Figure 1. Signal wires on met1 (run 1).
Bar = 20 µm. Supply wires on this layer in gray.
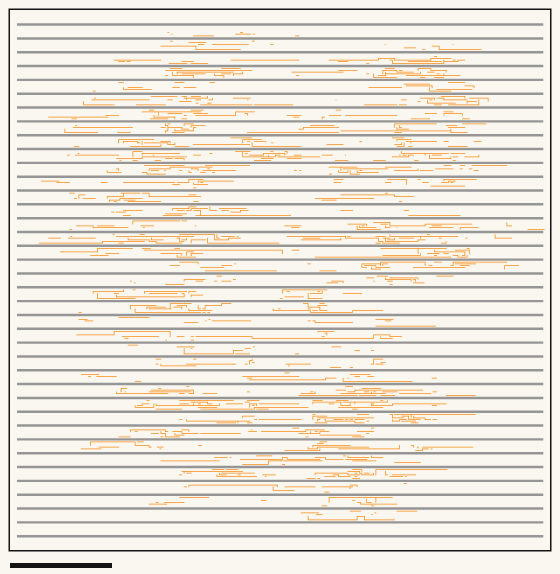
Figure 2. Met2 routing (run 1).
Bar = 20 µm.
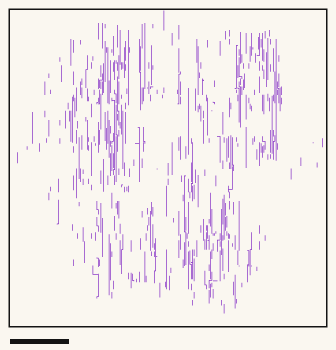
Figure 3. M3 wires (run 1).
Cells faint in the background.
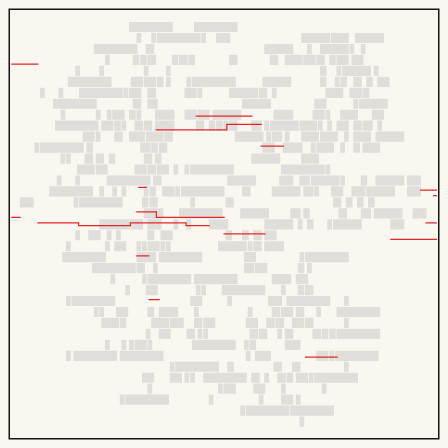
[src/rtl/rgb_btn_sequencer.sv]
// Button-driven RGB LED controller: debounces two active-low buttons, steps a colour
// state machine (button A) and a brightness level (button B), and PWMs the active-low LED.
module rgb_btn_sequencer #(
   parameter int DEBOUNCE_CYCLES = 270000,
   parameter int PWM_BITS        = 8
) (
   input  logic i_clk,
   input  logic i_rst,
   input  logic i_btn_a,
   input  logic i_btn_b,
   output logic o_led_r,
   output logic o_led_g,
   output logic o_led_b
);

   localparam int CW = $clog2(DEBOUNCE_CYCLES);
   localparam int DW = PWM_BITS + 1;
   localparam logic [CW-1:0] CNT_LAST = CW'(DEBOUNCE_CYCLES - 1);

   typedef enum logic [2:0] {
      C_OFF,
      C_RED,
      C_GREEN,
      C_BLUE,
      C_WHITE
   } colour_t;

   logic [1:0]    pins;
   logic [1:0]    sync1;
   logic [1:0]    sync2;
   logic [1:0]    deb;
   logic [1:0]    press_evt;
   logic [CW-1:0] db_cnt [2];

   colour_t             colour;
   logic [1:0]          level;
   logic [PWM_BITS-1:0] pwm_cnt;
   logic [DW-1:0]       duty;
   logic                pwm_on;
   logic                en_r;
   logic                en_g;
   logic                en_b;

   assign pins = {i_btn_b, i_btn_a};

   // Index 0 is button A, index 1 is button B; deb holds the active-high pressed level.
   always_ff @(posedge i_clk) begin
      if (i_rst) begin
         sync1     <= '1;
         sync2     <= '1;
         deb       <= '0;
         press_evt <= '0;
         db_cnt[0] <= '0;
         db_cnt[1] <= '0;
      end else begin
         sync1     <= pins;
         sync2     <= sync1;
         press_evt <= '0;
         for (int i = 0; i < 2; i++) begin
            if (~sync2[i] == deb[i]) begin
               db_cnt[i] <= '0;
            end else if (db_cnt[i] == CNT_LAST) begin
               deb[i]       <= ~sync2[i];
               db_cnt[i]    <= '0;
               press_evt[i] <= ~sync2[i];
            end else begin
               db_cnt[i] <= db_cnt[i] + CW'(1);
            end
         end
      end
   end

   always_comb begin
      duty   = DW'(1) << (PWM_BITS - 3 + int'(level));
      pwm_on = (level == 2'd3) || ({1'b0, pwm_cnt} < duty);
      en_r   = 1'b0;
      en_g   = 1'b0;
      en_b   = 1'b0;
      case (colour)
         C_RED:   en_r = 1'b1;
         C_GREEN: en_g = 1'b1;
         C_BLUE:  en_b = 1'b1;
         C_WHITE: begin
            en_r = 1'b1;
            en_g = 1'b1;
            en_b = 1'b1;
         end
         default: ;
      endcase
   end

   // LED registers sample the current counter, so light trails the counter by one cycle.
   always_ff @(posedge i_clk) begin
      if (i_rst) begin
         colour  <= C_OFF;
         level   <= 2'd3;
         pwm_cnt <= '0;
         o_led_r <= 1'b1;
         o_led_g <= 1'b1;
         o_led_b <= 1'b1;
      end else begin
         pwm_cnt <= pwm_cnt + PWM_BITS'(1);
         if (press_evt[0]) begin
            case (colour)
               C_OFF:   colour <= C_RED;
               C_RED:   colour <= C_GREEN;
               C_GREEN: colour <= C_BLUE;
               C_BLUE:  colour <= C_WHITE;
               default: colour <= C_OFF;
            endcase
         end
         if (press_evt[1]) begin
            level <= level + 2'd1;
         end
         o_led_r <= ~(en_r & pwm_on);
         o_led_g <= ~(en_g & pwm_on);
         o_led_b <= ~(en_b & pwm_on);
      end
   end

endmodule
[config.mk]
export PLATFORM = sky130hd
export DESIGN_NAME = rgb_btn_sequencer
export DESIGN_NICKNAME = d
export VERILOG_FILES = /design/src/rtl/rgb_btn_sequencer.sv
export SDC_FILE = /design/constraint.sdc
export NUM_CORES = 1
export LEC_CHECK = 0
export CAP_MARGIN = 20
export CORE_UTILIZATION = 29
export CTS_CLUSTER_SIZE = 16
export DETAILED_ROUTE_END_ITERATION = 8
export PLACE_DENSITY_LB_ADDON = 0.15
export SLEW_MARGIN = 15
export SYNTH_ARGS = -nofsm -noshare
export SYNTH_HDL_FRONTEND = slang
export SYNTH_SLANG_ARGS = --single-unit
[constraint.sdc]
create_clock -name i_clk -period 2.9 [get_ports i_clk]
set_clock_uncertainty 0.15 [all_clocks]
set_input_delay 0.58 -clock i_clk [delete_from_list [all_inputs] [get_ports i_clk]]
set_output_delay 0.58 -clock i_clk [all_outputs]
set_load 0.03 [all_outputs]
==> results.txt, run 1 <==
run results: outcome completed, number of flip-flops under the largest register name 38, clock slew seen by the registers of the worst setup and hold paths 0.08 ns, Tcrit/Tclk final 85.4%, Synth area leaders edfxtp_1 36%, dfxtp_1 15%, xnor2_1 6.4%, Reg2Reg Setup Slack 0.42 ns, NetSw 0.435 mW, Max Fclk 404 MHz, Mean Syn Cell Area 10.3 µm², pre-CTS setup slack 0.442 ns, final hold vios 0, Comb area share 42.5%, vias in the first global route 2149, met2 wire len 2330 µm, delay-heaviest family, CP simple AND/OR/NAND/NOR gates, power share of the combinational group 3.7%, floorplan utilization 30.2%, 1st-pass router iterations 4, Mux cell area share 0.318%, P_comb 0.0693 mW, placed cells 483, CP endpoint db_cnt[1][7]$_SDFFCE_PN0P_, Unique cell types 43, Synth Area in XOR/XNOR 10.8%, H-tree Lvls 3, DRT iter0 DRCs 48, design area 0.00372 mm², PwrDens 499 mW/mm², fin cells 499, yosys aoi share 4.77%, Cell Chain, Critical Path or4_1 -> nor4_2 -> a211o_1 -> buf_4 -> nor2_1, row count 37, final core utilization 35.7%, Post-CTS Setup Bufs 0, max_cap viols 0, Flop pwr share 53.7%, most frequent cells in the layout 49 x nor2_1, 40 x conb_1, 38 x edfxtp_1, 24 x dfxtp_1, 23 x xnor2_1, M1 wire length 2840 µm, grt ovf 0, area reported by Yosys stat 0.00315 mm², DR WL met3 166 µm, # hold bufs at CTS 0, Worst R2R End db_cnt[1][7]$_SDFFCE_PN0P_, Logic area 0.00158 mm², Top class by area sequential cells, yosys simple share 24.2%, Reg area 0.00162 mm², adder share 5.16%, Clk power 0.790 mW, I/O Pins 7, critical path depth 5, Worst Path Buf+Inv 1, RSZ-0062 raised after global routing no, kind of critical path flip-flop to flip-flop, Horiz. Die Dim 106 µm, Seq cells 62, EDFF count, synth 38, Dominant comb cell simple AND/OR/NAND/NOR gates, Worst Setup End Kind flip-flop, hold_sp sync1[1]$_SDFF_PP1_, minimum clock period 2.48 ns, register bit total from synthesis 62, Slew HR 61.9%, Seq share, synth 51.5%, Tot Pwr 1.86 mW, HP Class flip-flop to flip-flop, setup TNS 0 ns, most frequent cell after synthesis nor2_1, clock share of power 42.6%, GRT busiest layer met2, Worst Tran Pin Value 0.566 ns, clk buf depth 2, final setup fails 0, sequential cell power 0.997 mW, floorplan core area 0.0104 mm², DR vias/cell 4.40, WHS Path Cells 1, TritonCTS buffer count 9, Area leader share 36.2%, Critical Path AT 2.42 ns, Largest regs db_cnt x38, pwm_cnt x8, colour x3, area grow syn2layout 18.0%, Worst setup SP type flip-flop, nonclk inv count 14, # resized after CTS 0, wire per inst 10.8 µm, global placer's final weighted congestion 0.731, # DRC 0, TritonCTS clock tree built, switching share of power 23.5%, Post-Synthesis Cell Area 0.00315 mm², pin count of the biggest net entering global routing 20, dpl cell area 0.00351 mm², diode count 0, die area 0.0113 mm², commonest cells in the netlist 49 x nor2_1, 38 x edfxtp_1, 24 x dfxtp_1, 23 x xnor2_1, final count of pins violating max slew 0, yosys warning tally 0, Top pwr grp sequential cells, peak supply drop 0.178 mV, Final Hold Slack 0.266 ns, Seq area share 43.6%, asr flop ratio synth 0%, Buffers excl. clock 10, Tot GR Track Use 11.1%
Notes on Figure 1 above:
share of all routed wire	53%
longest straight run	27.1 µm

Notes on Figure 2 above:
main direction	vertical
share of all routed wire	43%
Vias: 2194
grt met2 use: 16.0%
Routed WL: 5400 µm

Notes on Figure 3 above:
wire length on this layer	167 µm
nets with wire on the layer	10
met3 Track Usage GR: 3.25%

## Run 2: what changed since run 1
TNS_END_PERCENT = 50   (was unset)
Figure 4. Clock wires, drivers and flops (run 2).
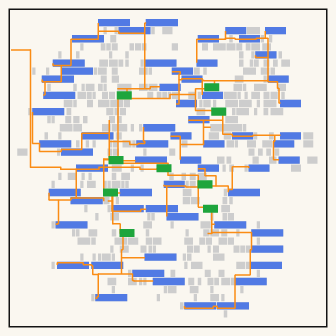
[green] clock drivers | count: 9
[orange] clock wires | length: 903 µm
[blue] flip-flops | count: 62
flops lie	all over the die

==> run 2 against run 1 <==
Net effect:
- register-to-register slack hardly changed
- worst setup slack stayed put
- synthesized cell count stayed put
- maximum frequency stayed put
- combinational power hardly changed
- clock-buffer cell count stayed put
- synthesized area stayed put
- highest routed layer unchanged
==> results.txt, run 2 <==
run results: outcome completed (unchanged), CP endpoint db_cnt[1][7]$_SDFFCE_PN0P_ (unchanged), commonest cells in the netlist 49 x nor2_1, 38 x edfxtp_1, 24 x dfxtp_1, 23 x xnor2_1 (unchanged), OpenROAD warnings 30 (unchanged), dpl cell area 0.00351 mm² (unchanged), peak supply drop 0.178 mV (unchanged), Final Hold Slack 0.266 ns (unchanged), Routed Antenna Nets 0 (unchanged), yosys warning tally 0 (unchanged), Clk power 0.790 mW (about the same), Seq area share 43.6% (unchanged), Worst R2R End db_cnt[1][7]$_SDFFCE_PN0P_ (unchanged), final setup fails 0 (unchanged), Clock buf/inv share 5.49% (unchanged), Internal Power 1.42 mW (unchanged), kind of critical path flip-flop to flip-flop (unchanged), vias in the first global route 2149 (unchanged), met2 wire len 2330 µm (unchanged), power share of the combinational group 3.7% (about the same), DR vias/cell 4.40 (unchanged), Dominant comb cell simple AND/OR/NAND/NOR gates (unchanged), pin count of the biggest net entering global routing 20 (unchanged), # resized after CTS 0 (unchanged), Mean Syn Cell Area 10.3 µm² (unchanged), Worst Tran Pin Value 0.566 ns (unchanged), Mapped Cells 306 (unchanged), Comb area share 42.5% (unchanged), grt met2 use 16.0% (unchanged), # hold bufs at CTS 0 (unchanged), pre-CTS setup slack 0.442 ns (unchanged), sequential cell power 0.997 mW (about the same), floorplan core area 0.0104 mm² (unchanged), design area 0.00372 mm² (unchanged), Top class by area sequential cells (unchanged), hold_sp sync1[1]$_SDFF_PP1_ (unchanged), max_cap viols 0 (unchanged), clock share of power 42.6% (about the same), most frequent cell after synthesis nor2_1 (unchanged), Post-Synthesis Cell Area 0.00315 mm² (unchanged), area grow syn2layout 18.0% (unchanged), Largest regs db_cnt x38, pwm_cnt x8, colour x3 (unchanged), Mux cell area share 0.318% (unchanged), asr flop ratio synth 0% (unchanged), clock slew seen by the registers of the worst setup and hold paths 0.08 ns (about the same), Worst Setup End Kind flip-flop (unchanged), Post-CTS Setup Bufs 0 (unchanged), nonclk inv count 14 (unchanged), Critical Path AT 2.42 ns (about the same), clk buf depth 2 (unchanged), crit path DRT 2.84 ns (about the same), Top pwr grp sequential cells (unchanged), ys flop type edfxtp_1 (unchanged), CP max FO 10 (unchanged), Tot GR Track Use 11.1% (unchanged), Logic area 0.00158 mm² (unchanged), WHS Path Cells 1 (unchanged), H-tree Lvls 3 (unchanged), # clk buffers 10 (unchanged), Vias 2194 (unchanged), TritonCTS buffer count 9 (unchanged), final hold vios 0 (unchanged), # DRC 0 (unchanged), Tot Pwr 1.86 mW (unchanged), Seq cells 62 (unchanged), grt ovf 0 (unchanged), Worst setup SP type flip-flop (unchanged), die height 106 µm (unchanged), Slew HR 61.9% (unchanged), most frequent cells in the layout 49 x nor2_1, 40 x conb_1, 38 x edfxtp_1, 24 x dfxtp_1, 23 x xnor2_1 (unchanged), die area 0.0113 mm² (unchanged), Synth Area in XOR/XNOR 10.8% (unchanged), RSZ-0062 raised after global routing no (unchanged), adder share 5.16% (unchanged), yosys aoi share 4.77% (unchanged), setup slack after layout 0.423 ns (unchanged), diode count 0 (unchanged), Seq share, synth 51.5% (unchanged), delay-heaviest family, CP simple AND/OR/NAND/NOR gates (unchanged), fin cells 499 (unchanged), Horiz. Die Dim 106 µm (unchanged), critical path depth 5 (unchanged), Flop pwr share 53.7% (about the same), EDFF count, synth 38 (unchanged), Reg2Reg Setup Slack 0.42 ns (about the same), P_comb 0.0693 mW (about the same), minimum clock period 2.48 ns (unchanged), switching share of power 23.5% (unchanged), fill count 1071 (unchanged), DRT iter0 DRCs 48 (unchanged), setup TNS 0 ns (unchanged), 1st-pass router iterations 4 (unchanged), HP Class flip-flop to flip-flop (unchanged), number of flip-flops under the largest register name 38 (unchanged), I/O Pins 7 (unchanged), Max Fclk 404 MHz (unchanged), register bit total from synthesis 62 (unchanged), met3 Track Usage GR 3.25% (unchanged), DR WL met3 166 µm (unchanged), area reported by Yosys stat 0.00315 mm² (unchanged), final count of pins violating max slew 0 (unchanged), Reg area 0.00162 mm² (unchanged), Buffers excl. clock 10 (unchanged), GRT busiest layer met2 (unchanged), floorplan utilization 30.2% (unchanged), row count 37 (unchanged), Routed WL 5400 µm (unchanged), M1 wire length 2840 µm (unchanged), comb_multi_in 261 (unchanged), final core utilization 35.7% (unchanged), yosys simple share 24.2% (unchanged), Tcrit/Tclk final 85.4% (unchanged), Worst Path Buf+Inv 1 (unchanged), buffers added on ports 6 (unchanged), hold endpoint sync2[1]$_SDFF_PP1_ (unchanged), placed cells 483 (unchanged), global placer's final weighted congestion 0.731 (unchanged), tap cells 136 (unchanged), Data buffer area share 2.42% (unchanged), initial antenna violation count 0 (unchanged), NetSw 0.435 mW (unchanged), Unique cell types 43 (unchanged), clock sinks 62 (unchanged), PwrDens 499 mW/mm² (unchanged), Area leader share 36.2% (unchanged), wire per inst 10.8 µm (unchanged), Latency at later pin 0.34 ns (about the same), Cell Chain, Critical Path or4_1 -> nor4_2 -> a211o_1 -> buf_4 -> nor2_1 (unchanged), Synth area leaders edfxtp_1 36%, dfxtp_1 15%, xnor2_1 6.4% (unchanged), TritonCTS clock tree built (unchanged)
Figure 5. M3 wires (run 2).
Cells faint in the background.
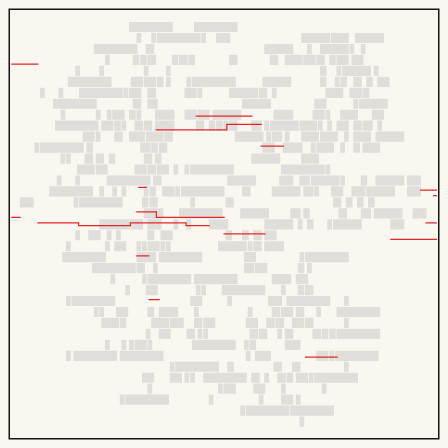
share of all routed wire	3.1%
wire length on this layer	167 µm

## Run 3: what changed since run 2
SETUP_SLACK_MARGIN = 0.05   (was unset)
clock period = 2.4 ns   (was 2.9 ns; I/O delays follow)
Figure 6. M4 wires (run 3).
Bar = 20 µm. Supply wires on this layer in gray.
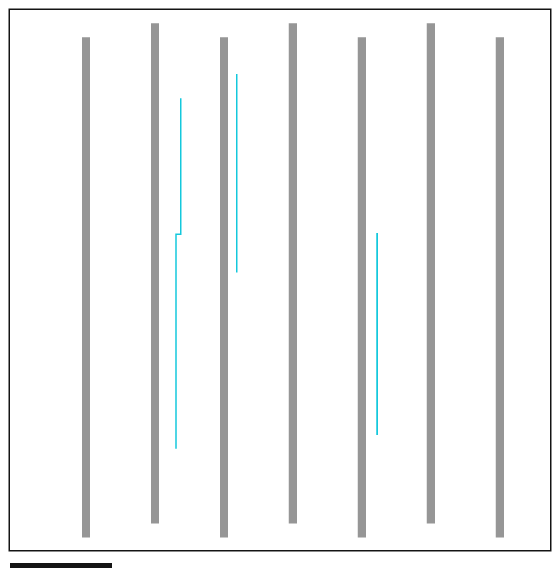
main direction	vertical
longest straight run	42.0 µm
share of all routed wire	2.7%
nets with wire on the layer	2
Vias: 2198
Routed WL: 5560 µm

==> run 3 against run 2 <==
Net effect:
- register-to-register slack got worse by 0.20 ns
- first-iteration DRC count is 54% higher
- clock power up 19%
- cell area up 1.4%
- worst setup slack worse by 0.20 ns
- power rose by 20%
- synthesized cell count is the same
- global-route usage fell by 0.063 points
- final cell count increased by 1.0%
- synthesized area did not move
- critical endpoint is now db_cnt[1][9]$_SDFFCE_PN0P_
- largest cell class unchanged
- highest routed layer unchanged
==> results.txt, run 3 <==
run results: Reg2Reg Setup Slack 0.23 ns (was 0.42 ns), OpenROAD warnings 30 (unchanged), comb_multi_in 261 (unchanged), Worst Tran Pin Value 0.522 ns (was 0.566 ns), fin cells 504 (was 499), row count 37 (unchanged), switching share of power 22.4% (was 23.5%), # clk buffers 15 (was 10), clock share of power 42.2% (was 42.6%), max_cap viols 0 (unchanged), setup slack after layout 0.225 ns (was 0.423 ns), Comb area share 41.9% (was 42.5%), diode count 0 (unchanged), Routed Antenna Nets 0 (unchanged), Clock buf/inv share 5.45% (was 5.49%), # hold bufs at CTS 0 (unchanged), grt met2 use 16.0% (about the same), floorplan utilization 30.2% (unchanged), Unique cell types 43 (unchanged), hold endpoint sync2[1]$_SDFF_PP1_ (unchanged), initial antenna violation count 0 (unchanged), outcome completed (unchanged), Mapped Cells 306 (unchanged), Internal Power 1.74 mW (was 1.42 mW), nonclk inv count 14 (unchanged), Post-CTS Setup Bufs 0 (unchanged), final core utilization 36.2% (was 35.7%), tap cells 136 (unchanged), Horiz. Die Dim 106 µm (unchanged), Tot Pwr 2.24 mW (was 1.86 mW), clk buf depth 2 (unchanged), Synth area leaders edfxtp_1 36%, dfxtp_1 15%, xnor2_1 6.4% (unchanged), P_comb 0.0873 mW (was 0.0693 mW), Worst Path Buf+Inv 1 (unchanged), RSZ-0062 raised after global routing no (unchanged), critical path depth 5 (unchanged), CP max FO 19 (was 10), wire per inst 11.0 µm (was 10.8 µm), vias in the first global route 2035 (was 2149), Seq share, synth 51.5% (unchanged), I/O Pins 7 (unchanged), number of flip-flops under the largest register name 38 (unchanged), final setup fails 0 (unchanged), crit path DRT 2.35 ns (was 2.84 ns), final hold vios 0 (unchanged), yosys simple share 24.2% (unchanged), Seq cells 62 (unchanged), Reg area 0.00162 mm² (unchanged), kind of critical path flip-flop to flip-flop (unchanged), CP endpoint db_cnt[1][9]$_SDFFCE_PN0P_ (was db_cnt[1][7]$_SDFFCE_PN0P_), Data buffer area share 3.72% (was 2.42%), TritonCTS buffer count 9 (unchanged), H-tree Lvls 3 (unchanged), placed cells 488 (was 483), grt ovf 0 (unchanged), # DRC 0 (unchanged), design area 0.00377 mm² (was 0.00372 mm²), Worst Setup End Kind flip-flop (unchanged), Logic area 0.00158 mm² (unchanged), Mux cell area share 0.318% (unchanged), DR WL met3 145 µm (was 166 µm), Cell Chain, Critical Path or4_1 -> nor4_2 -> a211o_1 -> buf_12 -> nor2_1 (was or4_1 -> nor4_2 -> a211o_1 -> buf_4 -> nor2_1), Synth Area in XOR/XNOR 10.8% (unchanged), floorplan core area 0.0104 mm² (unchanged), pin count of the biggest net entering global routing 20 (unchanged), Max Fclk 460 MHz (was 404 MHz), Post-Synthesis Cell Area 0.00315 mm² (unchanged), clock slew seen by the registers of the worst setup and hold paths 0.08 ns (about the same), hold_sp sync1[1]$_SDFF_PP1_ (unchanged), TritonCTS clock tree built (unchanged), asr flop ratio synth 0% (unchanged)
Figure 7. Signal wires on met1 (run 3).
Bar = 20 µm. Supply wires on this layer in gray.
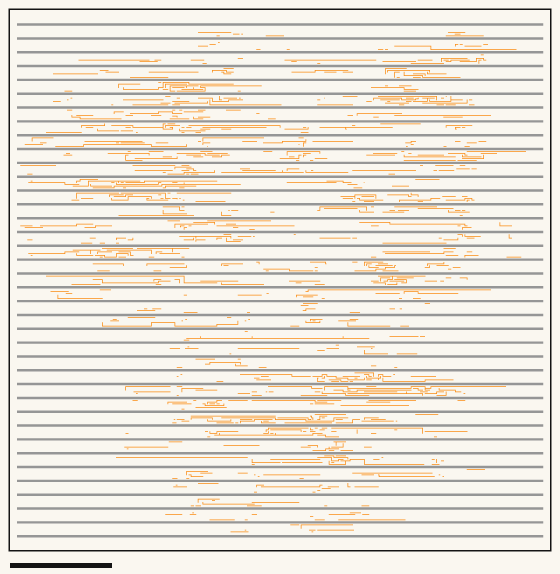
nets with wire on the layer	355
main direction	horizontal
wire length on this layer	2870 µm
share of all routed wire	52%
longest straight run	35.9 µm

Power and IR drop assume default switching activity.
